**src/rtl/tstdp_update_ctrl.sv**
```systemverilog
// Triplet-STDP weight-update sequencer: tracks spike ages, queues pot/dep jobs and services them
// through one shared weight_change datapath and a single-port weight memory. Macro: STDP_WEIGHT_CLAMP_EN.
module tstdp_update_ctrl #(
`ifdef STDP_WEIGHT_CLAMP_EN
    parameter logic [15:0] W_MAX   = 16'hFC00,
`endif
    parameter int          N_SYN   = 8,
    parameter int          IDXW    = 3,
    parameter int          AGE_MAX = 31
) (
    input  logic             clk,
    input  logic             rst,
    input  logic             tick_i,
    input  logic [N_SYN-1:0] pre_spike_i,
    input  logic             post_spike_i,
    output logic [5:0]       wc_deltat1_o,
    output logic [5:0]       wc_deltat2_o,
    output logic [15:0]      wc_weight_o,
    input  logic [15:0]      wc_weight_i,
    output logic [IDXW-1:0]  mem_addr_o,
    output logic             mem_rd_en_o,
    input  logic [15:0]      mem_rdata_i,
    output logic             mem_wr_en_o,
    output logic [15:0]      mem_wdata_o,
    output logic             busy_o,
    output logic             done_o,
    output logic             ovf_o
);
    localparam int         DATA_W  = 16;
    localparam logic [5:0] AGE_SAT = 6'(AGE_MAX);

    typedef enum logic [1:0] {S_IDLE, S_RD, S_WT, S_WR} state_t;
    state_t state, state_nxt;

    logic [5:0]        pre_age [N_SYN];
    logic [5:0]        post_age;
    logic signed [5:0] pot_d1 [N_SYN];
    logic signed [5:0] pot_d2 [N_SYN];
    logic signed [5:0] dep_d1 [N_SYN];
    logic signed [5:0] dep_d2 [N_SYN];
    logic signed [5:0] dep_neg;
    logic [N_SYN-1:0]  pot_pend, dep_pend, pot_set, dep_set, pot_clr, dep_clr;
    logic [N_SYN-1:0]  pot_rem, dep_rem;
    logic [IDXW-1:0]   idx, idx_nxt, ptr, ptr_nxt;
    logic              job_pot, done_nxt, ovf_nxt;

    function automatic logic [5:0] age_inc(input logic [5:0] a);
        return (a >= AGE_SAT) ? AGE_SAT : a + 6'd1;
    endfunction

    function automatic logic [IDXW-1:0] wrap_inc(input logic [IDXW-1:0] a);
        return (int'(a) == N_SYN - 1) ? '0 : a + 1'b1;
    endfunction

    // First pending index at or after start, wrapping around the synapse range.
    function automatic logic [IDXW-1:0] pick(input logic [N_SYN-1:0] pend, input logic [IDXW-1:0] start);
        logic [IDXW-1:0] sel;
        logic            found;
        sel   = start;
        found = 1'b0;
        for (int k = 0; k < N_SYN; k++) begin
            int j;
            j = (int'(start) + k) % N_SYN;
            if (!found && pend[j]) begin
                sel   = IDXW'(j);
                found = 1'b1;
            end
        end
        return sel;
    endfunction

`ifdef STDP_WEIGHT_CLAMP_EN
    function automatic logic [DATA_W-1:0] clamp_w(input logic pot, input logic [DATA_W-1:0] w_init,
                                                  input logic [DATA_W-1:0] w_fin);
        if (pot)
            return (w_fin > W_MAX || w_fin < w_init) ? W_MAX : w_fin;
        return (w_fin > w_init) ? '0 : w_fin;
    endfunction
`endif

    assign dep_neg = $signed(6'd0 - (post_age + 6'd1));
    assign ovf_nxt = |((pot_set & pot_pend) | (dep_set & dep_pend));

    always_comb begin
        pot_set = '0;
        dep_set = '0;
        if (tick_i) begin
            dep_set = pre_spike_i;
            for (int i = 0; i < N_SYN; i++)
                pot_set[i] = post_spike_i && (pre_age[i] < AGE_SAT);
        end
    end

    always_comb begin
        state_nxt = state;
        idx_nxt   = idx;
        ptr_nxt   = ptr;
        pot_clr   = '0;
        dep_clr   = '0;
        done_nxt  = 1'b0;
        pot_rem   = pot_pend | pot_set;
        dep_rem   = dep_pend | dep_set;
        case (state)
            S_IDLE: begin
                if (|(pot_pend | dep_pend)) begin
                    idx_nxt   = pick(pot_pend | dep_pend, ptr);
                    state_nxt = S_RD;
                end
            end
            S_RD: state_nxt = S_WT;
            S_WT: state_nxt = S_WR;
            S_WR: begin
                if (job_pot) pot_clr[idx] = 1'b1;
                else         dep_clr[idx] = 1'b1;
                pot_rem = (pot_pend & ~pot_clr) | pot_set;
                dep_rem = (dep_pend & ~dep_clr) | dep_set;
                if (job_pot && dep_rem[idx]) begin
                    state_nxt = S_RD;
                end else begin
                    ptr_nxt = wrap_inc(idx);
                    if (|(pot_rem | dep_rem)) begin
                        idx_nxt   = pick(pot_rem | dep_rem, ptr_nxt);
                        state_nxt = S_RD;
                    end else begin
                        state_nxt = S_IDLE;
                        done_nxt  = 1'b1;
                    end
                end
            end
            default: state_nxt = S_IDLE;
        endcase
    end

    always_ff @(posedge clk) begin
        if (rst) begin
            state        <= S_IDLE;
            idx          <= '0;
            ptr          <= '0;
            job_pot      <= 1'b0;
            pot_pend     <= '0;
            dep_pend     <= '0;
            post_age     <= AGE_SAT;
            done_o       <= 1'b0;
            ovf_o        <= 1'b0;
            wc_deltat1_o <= '0;
            wc_deltat2_o <= '0;
            wc_weight_o  <= '0;
            for (int i = 0; i < N_SYN; i++) pre_age[i] <= AGE_SAT;
        end else begin
            state    <= state_nxt;
            idx      <= idx_nxt;
            ptr      <= ptr_nxt;
            done_o   <= done_nxt;
            ovf_o    <= ovf_nxt;
            pot_pend <= (pot_pend & ~pot_clr) | pot_set;
            dep_pend <= (dep_pend & ~dep_clr) | dep_set;
            if (tick_i) begin
                post_age <= post_spike_i ? 6'd0 : age_inc(post_age);
                for (int i = 0; i < N_SYN; i++)
                    pre_age[i] <= pre_spike_i[i] ? 6'd0 : age_inc(pre_age[i]);
            end
            // Job type, deltas and read weight are frozen here and held on wc_* until the next job.
            if (state == S_WT) begin
                job_pot      <= pot_pend[idx];
                wc_deltat1_o <= pot_pend[idx] ? pot_d1[idx] : dep_d1[idx];
                wc_deltat2_o <= pot_pend[idx] ? pot_d2[idx] : dep_d2[idx];
                wc_weight_o  <= mem_rdata_i;
            end
        end
    end

    always_ff @(posedge clk) begin
        for (int i = 0; i < N_SYN; i++) begin
            if (pot_set[i]) begin
                pot_d1[i] <= $signed(pre_age[i]);
                pot_d2[i] <= $signed(post_age);
            end
            if (dep_set[i]) begin
                dep_d1[i] <= dep_neg;
                dep_d2[i] <= $signed(pre_age[i]);
            end
        end
    end

    always_comb begin
        mem_wdata_o = '0;
        if (state == S_WR) begin
`ifdef STDP_WEIGHT_CLAMP_EN
            mem_wdata_o = clamp_w(job_pot, wc_weight_o, wc_weight_i);
`else
            mem_wdata_o = wc_weight_i;
`endif
        end
    end

    assign mem_addr_o  = idx;
    assign mem_rd_en_o = (state == S_RD);
    assign mem_wr_en_o = (state == S_WR);
    assign busy_o      = (state != S_IDLE) || (|(pot_pend | dep_pend));

endmodule

```
**config.mk**
```make
export PLATFORM = sky130hd
export DESIGN_NAME = tstdp_update_ctrl
export DESIGN_NICKNAME = d
export VERILOG_FILES = /design/src/rtl/tstdp_update_ctrl.sv
export SDC_FILE = /design/constraint.sdc
export NUM_CORES = 1
export LEC_CHECK = 0
export ABC_CLOCK_PERIOD_IN_PS = 10500
export CAP_MARGIN = 15
export CORE_MARGIN = 2
export CORE_UTILIZATION = 35
export DETAILED_ROUTE_END_ITERATION = 8
export SLEW_MARGIN = 10
export SYNTH_ARGS = -nofsm -noshare
export SYNTH_HDL_FRONTEND = slang
export SYNTH_SLANG_ARGS = --single-unit
```
**constraint.sdc**
```tcl
create_clock -name clk -period 10.5 [get_ports clk]
set_input_delay 3.15 -clock clk [delete_from_list [all_inputs] [get_ports clk]]
set_output_delay 3.15 -clock clk [all_outputs]
set_load 0.03 [all_outputs]
```
run_1/layer_met3.png
Scale bar: 50 um.
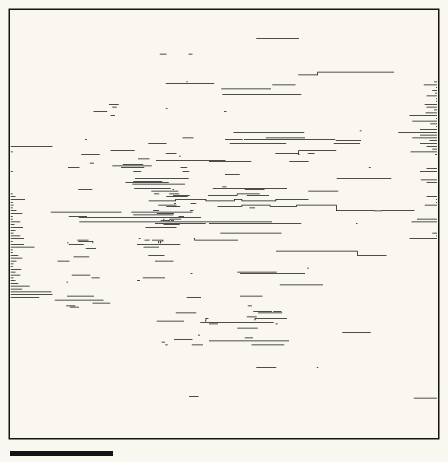
The longest straight run is 93.4 um. The layer carries 2,380 um of wire. 172 nets have wire on it. The layer holds 6.4% of the routed length.

run_1/sizes.png
Scale bar: 50 um.
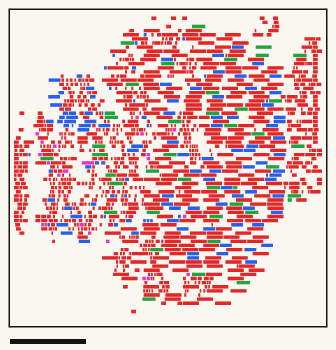
Magenta shows _3 and _4 cells, cells 21. Green shows _6 and larger, cells 41. Red shows _0 and _1 cells, cells 1,023. Blue shows _2 cells, cells 121.
Final Instance Area: 0.0172 mm^2
area delta synth->final: 17.9%
buffers outside the clock class: 111
Final Worst Setup Slack: 2.95 ns

run_1/layer_met4.png
Supply wires on this layer in gray.
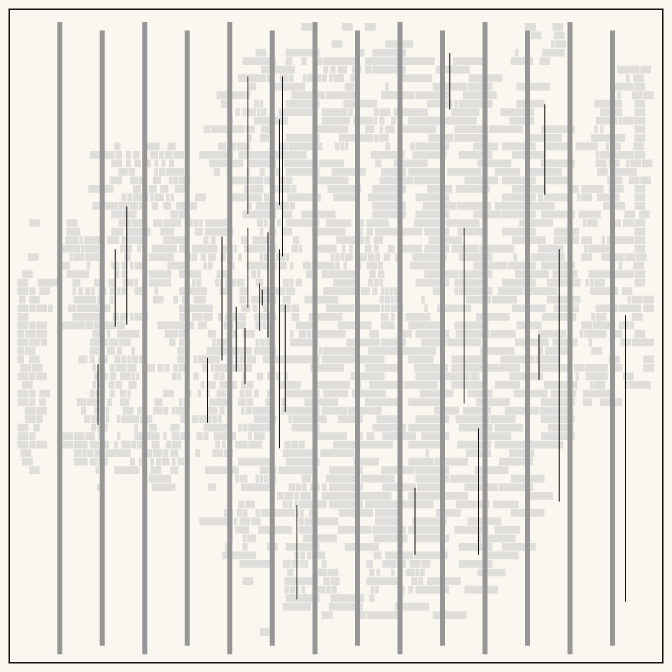
The layer holds 2.3% of the routed length. 19 nets have wire on it.

==> qor.csv, run 1 <==
metric,value,unit
cp-startpoint,wc_weight_i[12],
grt_pass1_vias,9675,
syn_area,0.0146,mm^2
dp_cells,1675,
fin_util,42.0,%
drv_cap,0,
fin_crit_sh,71.9,%
ys_top_cells_by_area,"edfxtp_1 49%, mux4_2 11%, dfxtp_1 8.8%, mux2i_1 3.0%, nor2_1 2.4%",
top_cells_by_count,"240 x edfxtp_1, 92 x nor2_1, 74 x mux4_2, 64 x dfxtp_1, 54 x o21ai_0",
ys_cells,1086,
startpoint_type,primary input,
port-buffer-count,95,
setup_viol,0,
worstSetupPathType,primary input to output port,
rsz0062_at_grt,no,
synth_cells,1086,
finalHoldViolations,0,
synth.cellmix.simpleShare,10.6,%
hold_class,register to register,
warnings,32,
ios,96,
rr_startpoint,mem_addr_o[0]$_SDFFE_PP0P_,
xor_share,1.61,%
clockBufferDepth,3,
crit_end,mem_wdata_o[12],
htreeDepth,2,
aoi_share,10.5,%
post_cts_buffers,0,
cts_root_buf,clkbuf_16,
cts_resized,0,
timing.hold.ws,0.488,ns
place.gp.congestion,0.891,
edf_count,240,
grt_use_met3,3.11,%
placementRows,74,
r2r_setup_slack,6.14,ns
status,"complete, no violations",
dpl_worst_slack,2.93,ns
ys.flops,304,
post_drt_wl_per_cell,21.3,um
power_density,232,mW/mm^2
p_leak,5.59,nW
hold_end,wc_weight_o[14]$_SDFFE_PP0N_,
yosys-stat-area,0.0146,mm^2
netlist.area_leader.share,49.5,%
core,0.0409,mm^2
endpoint_kind,output port,
slew_headroom,28.1,%
crit_required,7.35,ns
cts_sinks,304,
grt_first_pass_wirelength,57.0,mm
overflow,0,
setup_tns,0,ns
reg2regPathDepth,12,
cp_max_fo,1,
final_cell_mix,"240 x edfxtp_1, 94 x clkdlybuf4s50_1, 90 x nor2_1",
fp.dieW,208,um
antenna_found_initial,0,
max_slew.worst_pin.slew,1.08,ns
hold_depth,2,
worstHoldStart,wc_weight_o[14]$_SDFFE_PP0N_,
syn_avg_cell_area,13.4,um^2
drt_iter0_markers,882,
syn-num-nets,1149,
drc,0,
vias_per_cell,5.63,
drt-pass1-iter-count,5,
grtUsageTotal,16.9,%
synthTopLogicFamily,multiplexers,
ys_warn_count,0,
die-area,0.0433,mm^2
max_freq,0.132,GHz
synth-main-ff-cell,edfxtp_1,
cts_tree,done,
die_h,208,um
clk_pin_slew,0.06,ns
==> run 1: worst max-delay path, stage by stage <==
cell and delay, ns:
clkdlybuf4s50_1 0.45, and2_1 0.11, clkdlybuf4s50_1 0.68
==> run 1: per-layer routing <==
| metal | up-vias | part of all wire (%) |
|---|---|---|
| li1 | 4473 | - |
| met1 | 4905 | 43 |
| met2 | 355 | 48 |
| met3 | 56 | 6.4 |
| met4 | 0 | 2.3 |
| met5 | - | 0 |
==> run 1: cells by family after synthesis <==
group | count (synthesis)
and+or+nand+nor | 301
AOI/OAI and AO/OA | 225
muxes | 125
xor gates and xnor gates | 26
buffers and inverters | 86
DFF | 304
adders and majority gates | 19
==> run 1: layout make-up <==
class | count | area, um^2
repair buffers | 111 | 1070
flip-flops and latches | 304 | 8490
well taps | 532 | 666
clock inverters | 18 | 176
inverters | 32 | 120
multi-input cells | 696 | 5750
fillers | 3786 | 23700
clock buffers | 45 | 913
==> run 1: power by group <==
part | total, mW | leakage, nW | switching (mW) | internal [mW]
clock network | 1.16 | 0.528 | 0.488 | 0.675
logic | 1.27 | 2.37 | 0.706 | 0.562
registers | 1.55 | 2.69 | 0.130 | 1.42
total | 3.99 | 5.59 | 1.32 | 2.66
==> run 1: sequential cells by signal (all words and copies together), names as in the netlist, named ones only <==
signal	count
dep_d1	48
dep_d2	48
pot_d1	48
pot_d2	48
pre_age	48
wc_weight_o	16
dep_pend	8
pot_pend	8
post_age	6
wc_deltat1_o	6
wc_deltat2_o	6
mem_addr_o	3
ptr	3
state	2
done_o	1
job_pot	1
ovf_o	1
run_1/placement.png
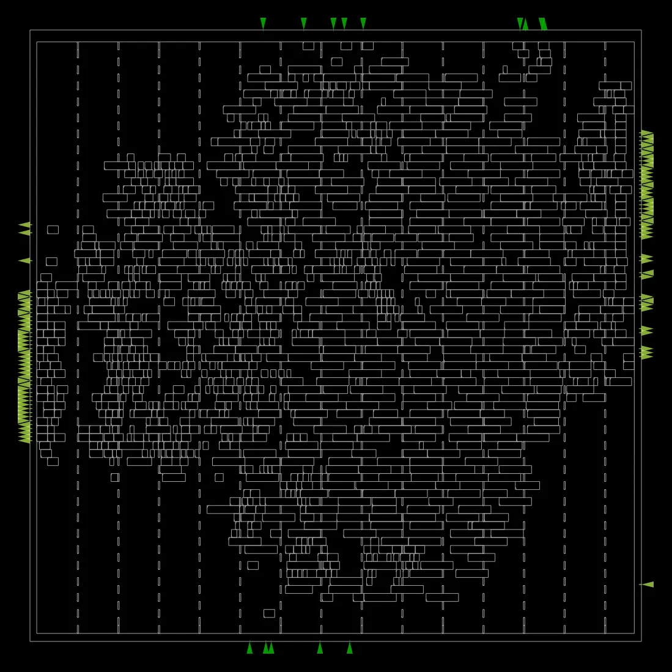

==> run 2, diff against run 1 <==
ABC_CLOCK_PERIOD_IN_PS = 7700   (was 10500)
clock period = 7.7 ns   (was 10.5 ns; I/O delays follow)
run_2/placement.png
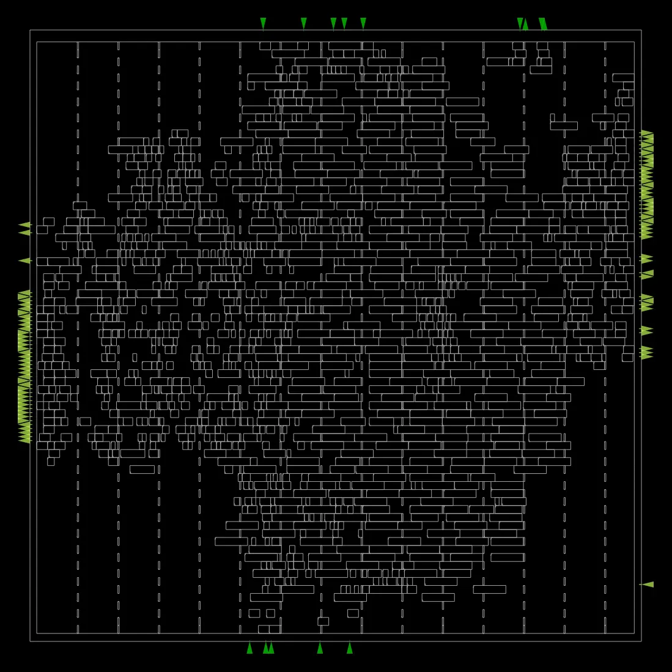
flop count: 304
CORE AREA: 0.0409 mm^2

==> run 2 against run 1 <==
  * Worst setup slack worse by 1.1 ns
  * Combinational power is 35% higher
  * Cell count fell by 0.40%
==> qor.csv, run 2 <==
metric,value,unit,change
ys_cells,1086,,unchanged
hold_class,register to register,,unchanged
grt_first_pass_wirelength,57.5,mm,was 57.0 mm
drt_iter0_markers,924,,was 882
aoi_share,10.5,%,unchanged
max_stage_delay,0.67,ns,was 0.68 ns
setup_tns,0,ns,unchanged
drt-pass1-iter-count,5,,unchanged
synth_cells,1086,,unchanged
seq_power_share,39.9,%,was 39.0%
netlist.area_leader.share,49.5,%,unchanged
cts_root_buf,clkbuf_16,,unchanged
status,"complete, no violations",,unchanged
top_cells_by_count,"240 x edfxtp_1, 92 x nor2_1, 74 x mux4_2, 64 x dfxtp_1, 54 x o21ai_0",,unchanged
warnings,32,,unchanged
clkPwrFrac,28.4,%,was 29.2%
fin_nets,1237,,"was 1,243"
cts_resized,0,,unchanged
timing.hold.ws,0.488,ns,about the same
worst-path-buf-inv,2,,unchanged
rsz0062_at_grt,no,,unchanged
final_cells,1731,,"was 1,738"
grt_max_degree,70,,was 79
ys_top_cells_by_area,"edfxtp_1 49%, mux4_2 11%, dfxtp_1 8.8%, mux2i_1 3.0%, nor2_1 2.4%",,unchanged
syn_area,0.0146,mm^2,unchanged
final_cell_mix,"240 x edfxtp_1, 94 x clkdlybuf4s50_1, 90 x nor2_1",,unchanged
grtUsageTotal,17.1,%,was 16.9%
path_cells,clkdlybuf4s50_1 > and2_1 > clkdlybuf4s50_1,,unchanged
p_sw,1.78,mW,was 1.32 mW
internal_power,3.60,mW,was 2.66 mW
die_h,208,um,unchanged
cp_data_arrival_time,3.56,ns,was 4.40 ns
place.gp.congestion,0.851,,was 0.891
ios,96,,unchanged
max_freq,0.170,GHz,
power_density,315,mW/mm^2,was 232 mW/mm^2
post_drt_wl_per_cell,21.6,um,was 21.3 um
endpoint_kind,output port,,unchanged
post_cts_buffers,0,,unchanged
crit_required,5.39,ns,was 7.35 ns
layout_top_cell,edfxtp_1,,unchanged
overflow,0,,unchanged
drc,0,,unchanged
yosys-stat-area,0.0146,mm^2,unchanged
port-buffer-count,95,,unchanged
numCtsBuffers,34,,was 35
syn_avg_cell_area,13.4,um^2,unchanged
fin_crit_sh,76.2,%,
placementRows,74,,unchanged
top_area_cell,edfxtp_1,,unchanged
area_delta_synth_final,17.4,%,was 17.9%
drt-total-wl,37.4,mm,was 37.0 mm
synth.cellmix.simpleShare,10.6,%,unchanged
worstSetupPathType,primary input to output port,,unchanged
ys_sh_adder,1.63,%,unchanged
clockBufferDepth,3,,unchanged
cts.hold.buffers_added,0,,unchanged
ys_seq_share,58.2,%,unchanged
p_sw_share,33.1,%,was 33.2%
slew_headroom,28.7,%,was 28.1%
syn-num-nets,1149,,unchanged
clk_pin_slew,0.06,ns,about the same
cts_sinks,304,,unchanged
cp_max_fo,1,,unchanged
finalHoldViolations,0,,unchanged
synth-main-ff-cell,edfxtp_1,,unchanged
htreeDepth,2,,unchanged
post-route-min-period,5.87,ns,
startpoint_type,primary input,,unchanged
die-area,0.0433,mm^2,unchanged
synthTopLogicFamily,multiplexers,,unchanged
dp_cells,1670,,"was 1,675"
path_delay_family,buffers and inverters,,unchanged
antenna_found_initial,0,,unchanged
ys.flops,304,,unchanged
cts_tree,done,,unchanged
xor_share,1.61,%,unchanged
p_comb_share,31.8,%,about the same
setup_viol,0,,unchanged
max_slew.worst_pin.slew,1.07,ns,was 1.08 ns
finalMaxSlewViolations,0,,unchanged
cp_slowest_cell,clkdlybuf4s50_1,,unchanged
worstSkewPairLatency,0.52,ns,was 0.53 ns
drv_cap,0,,unchanged
vias_per_cell,5.64,,was 5.63
ys_sh_mux,15.0,%,unchanged
edf_count,240,,unchanged
fp.dieW,208,um,unchanged
ys_warn_count,0,,unchanged
hpwl,25.4,mm,was 24.6 mm
crit_path_frequent_cell,clkdlybuf4s50_1,,unchanged
p_leak,5.54,nW,was 5.59 nW
grt_pass1_vias,9586,,"was 9,675"
[run 2: cell counts after synthesis]
Identical to the previous run, type by type.
[run 2: worst paths after layout]
path / start / end / slack [ns] / cells after the start
min: wc_deltat2_o[2]$_SDFFE_PP0N_ / wc_deltat2_o[2]$_SDFFE_PP0N_ / 0.49 / 2
min reg2reg: wc_deltat2_o[2]$_SDFFE_PP0N_ / wc_deltat2_o[2]$_SDFFE_PP0N_ / 0.49 / 2
max reg2reg: mem_addr_o[0]$_SDFFE_PP0P_ / register / 2.97 / 11
max: wc_weight_i[11] / mem_wdata_o[11] / 1.83 / 3
[run 2: power by group through the flow]
stage / registers (mW) / clock network (mW) / logic (mW)
after CTS: 2.15 / 1.57 / 1.71
final: 2.15 / 1.53 / 1.71
after floorplan: 2.13 / 0 / 1.23
after detailed placement: 2.18 / 0 / 1.70
after global routing: 2.18 / 1.63 / 1.84
after global placement: 2.18 / 0 / 1.69
[run 2: cell type report]
class	instances	area, um^2
flip-flops and latches	304	8490
well taps	532	666
clock inverters	11	97.6
fillers	3794	23800
multi-input cells	696	5750
repair buffers	106	1030
clock buffers	50	952
inverters	32	120
[run 2: metrics by stage]
stage	utilization [%]	area [um^2]	worst slack (ns)	total power [mW]
6_report	41.8	17100	1.83	5.38
5_1_grt	41.8	17100	1.78	5.65
4_1_cts	41.8	17100	1.82	5.43
3_5_place_dp	39.2	16100	1.56	3.89
3_3_place_gp	39.2	16100	1.67	3.87
2_1_floorplan	-	14600	2.55	3.36
[run 2: metal layers]
metal	GRT usage [%]	wire, um	up-vias
met5	0	0	-
met4	4.87	862	0
met3	2.66	2020	51
met2	28.8	18300	343
met1	22.9	16200	4914
li1	-	-	4452
[run 2: worst min-delay path: stages, from the launching register on]
cell     delay [ns]
dfxtp_1        0.32
mux2i_1        0.06
nor2_1         0.07
run_2/wires.png
Scale bar: 50 um.
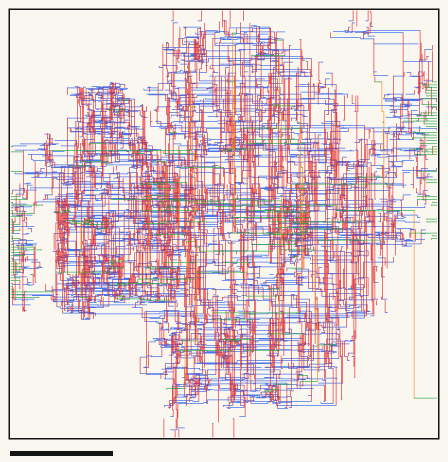

==> run 3, diff against run 2 <==
ABC_CLOCK_PERIOD_IN_PS = 5100   (was 7700)
clock period = 5.1 ns   (was 7.7 ns; I/O delays follow)
run_3/wires.png
Scale bar: 50 um.
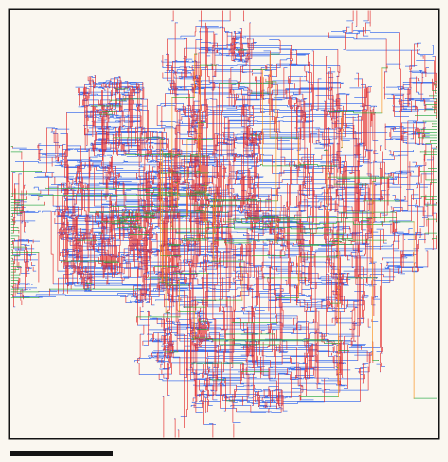
Green shows metal 3, wire length 2,430 um. Red shows metal 2, wire length 17,700 um. Blue shows metal 1, wire length 16,600 um. Orange shows metal 4, wire length 1,010 um.

==> run 3 against run 2 <==
  * Wire length grew 0.99%
  * Count of clock-buffer cells in the layout shrank 7
  * Cell count grew 1.5%
  * Synthesized cell count is the same
  * Utilization grew 0.61 points
  * Power grew 54%
  * Clock power grew 59%
  * Final area grew 1.4%
  * Clock skew grew 0.0027 ns
  * First-iteration DRC count grew 19%
  * Critical path type is now primary input to register
  * Largest cell class unchanged
  * Largest power group unchanged
==> qor.csv, run 3 <==
metric,value,unit,change
ys_sh_mux,15.0,%,unchanged
fin_area,0.0174,mm^2,was 0.0171 mm^2
htreeDepth,2,,unchanged
ios,96,,unchanged
ys_sh_adder,1.63,%,unchanged
ys_cells,1086,,unchanged
status,"complete, no violations",,unchanged
layout_top_cell,edfxtp_1,,unchanged
grtUsageTotal,17.4,%,was 17.1%
drv_cap,0,,unchanged
fin_crit_sh,89.0,%,
grt_use_met3,2.64,%,was 2.66%
synth.cellmix.simpleShare,10.6,%,unchanged
fin_nets,1263,,"was 1,237"
core,0.0409,mm^2,unchanged
warnings,32,,unchanged
cts_root_buf,clkbuf_16,,unchanged
placedInstanceArea,0.0162,mm^2,was 0.0161 mm^2
setup_viol,0,,unchanged
edf_count,240,,unchanged
ys.flops,304,,unchanged
drc,0,,unchanged
hold_class,register to register,,unchanged
netlist.area_leader.share,49.5,%,unchanged
final_cell_mix,"240 x edfxtp_1, 94 x clkdlybuf4s50_1, 92 x nor2_1",,"was 240 x edfxtp_1, 94 x clkdlybuf4s50_1, 90 x nor2_1"
slew_headroom,27.7,%,was 28.7%
cts_resized,0,,unchanged
startpoint_type,primary input,,unchanged
post_cts_buffers,0,,unchanged
die_h,208,um,unchanged
ys_warn_count,0,,unchanged
final_cells,1757,,"was 1,731"
numCtsBuffers,35,,was 34
place.gp.congestion,0.905,,was 0.851
hold_end,wc_deltat2_o[0]$_SDFFE_PP0N_,,was wc_deltat2_o[2]$_SDFFE_PP0N_
ys_seq_share,58.2,%,unchanged
r2r_setup_slack,1.16,ns,was 2.97 ns
synth_cells,1086,,unchanged
vias_per_cell,5.57,,was 5.64
p_leak,5.71,nW,was 5.54 nW
ys_top_cells_by_area,"edfxtp_1 49%, mux4_2 11%, dfxtp_1 8.8%, mux2i_1 3.0%, nor2_1 2.4%",,unchanged
cts_tree,done,,unchanged
cts.hold.buffers_added,0,,unchanged
cp_max_fo,9,,was 1
setup_tns,0,ns,unchanged
post-route-min-period,4.54,ns,
synth-main-ff-cell,edfxtp_1,,unchanged
met1_usage,24.0,%,was 22.9%
die-area,0.0433,mm^2,unchanged
worst_slack,0.562,ns,was 1.83 ns
synthTopLogicFamily,multiplexers,,unchanged
rsz0062_at_grt,no,,unchanged
fp.dieW,208,um,unchanged
fin_util,42.4,%,was 41.8%
dp_cells,1695,,"was 1,670"
port-buffer-count,95,,unchanged
finalMaxSlewViolations,0,,unchanged
grt_first_pass_wirelength,58.6,mm,was 57.5 mm
hold_depth,2,,unchanged
rr_startpoint,ptr[1]$_SDFFE_PP0P_,,was mem_addr_o[0]$_SDFFE_PP0P_
power_density,477,mW/mm^2,was 315 mW/mm^2
drt-pass1-iter-count,7,,was 5
xor_share,1.61,%,unchanged
max_freq,0.220,GHz,
cp_data_arrival_time,4.94,ns,was 3.56 ns
dpl_worst_slack,0.0804,ns,was 1.56 ns
top_area_cell,edfxtp_1,,unchanged
clockBufferDepth,3,,unchanged
finalHoldViolations,0,,unchanged
worstSetupPathType,primary input to register,,was primary input to output port
busiest_layer,met2,,unchanged
grt_pass1_vias,9733,,"was 9,586"
endpoint_kind,register,,was output port
worstSkewPairLatency,0.52,ns,about the same
worstHoldStart,wc_deltat2_o[0]$_SDFFE_PP0N_,,was wc_deltat2_o[2]$_SDFFE_PP0N_
area_delta_synth_final,19.1,%,was 17.4%
placementRows,74,,unchanged
## run 3: cell counts after synthesis
No cell type changed its count.
## run 3: logic make-up (layout without fill, tap and decap cells)
group | Yosys count | in the layout
xor gates and xnor gates | 26 | 26
AOI/OAI and AO/OA | 225 | 225
buffers and inverters | 86 | 225
DFF | 304 | 304
muxes | 125 | 125
and+or+nand+nor | 301 | 301
adders and majority gates | 19 | 19
## run 3: per-stage QoR
step	hold WS, ns	total power, mW
floorplan	0.465	5.07
CTS	0.496	8.33
global placement	0.471	5.89
detailed placement	0.482	5.90
finish	0.489	8.28
global route	0.515	8.70
## run 3: worst max-delay path, stage by stage
cell and delay [ns]:
clkdlybuf4s50_1 0.63, and2_0 0.38, a22oi_1 0.33, nand3_1 0.24, and2_4 0.23, mux4_2 0.53
a221oi_2 0.26, nand2_1 0.14, o31ai_1 0.39, a32o_1 0.22, nor2_1 0.05
## run 3: how the worst max path moves through the flow
stage | slack [ns] | endpoint | start | cells after the start
global placement | 0.12 | register | tick_i | 11
finish | 0.56 | register | tick_i | 11
floorplan | 0.73 | register | tick_i | 11
global route | 0.36 | register | tick_i | 11
detailed placement | 0.08 | register | tick_i | 11
CTS | 0.62 | register | tick_i | 11
## run 3: final cells by class
class | count | area [um^2]
clock buffer | 43 | 916
clock inverter | 19 | 199
fill | 3719 | 23600
inverter | 32 | 120
multi-input combinational | 696 | 5740
sequential | 304 | 8490
tap | 532 | 666
timing repair buffer | 131 | 1220
## run 3: routing by layer
layer | routed length [um] | part of all wire [%]
met1 | 16600 | 44
met2 | 17700 | 47
met3 | 2430 | 6.4
met4 | 1010 | 2.7
met5 | 0 | 0
## run 3: report_power, final
group	total (mW)	internal [mW]	switching (mW)
clock network	2.43	1.44	0.986
registers	3.23	2.93	0.294
logic	2.63	1.18	1.45
total	8.28	5.55	2.73
Power and IR drop assume default switching activity.
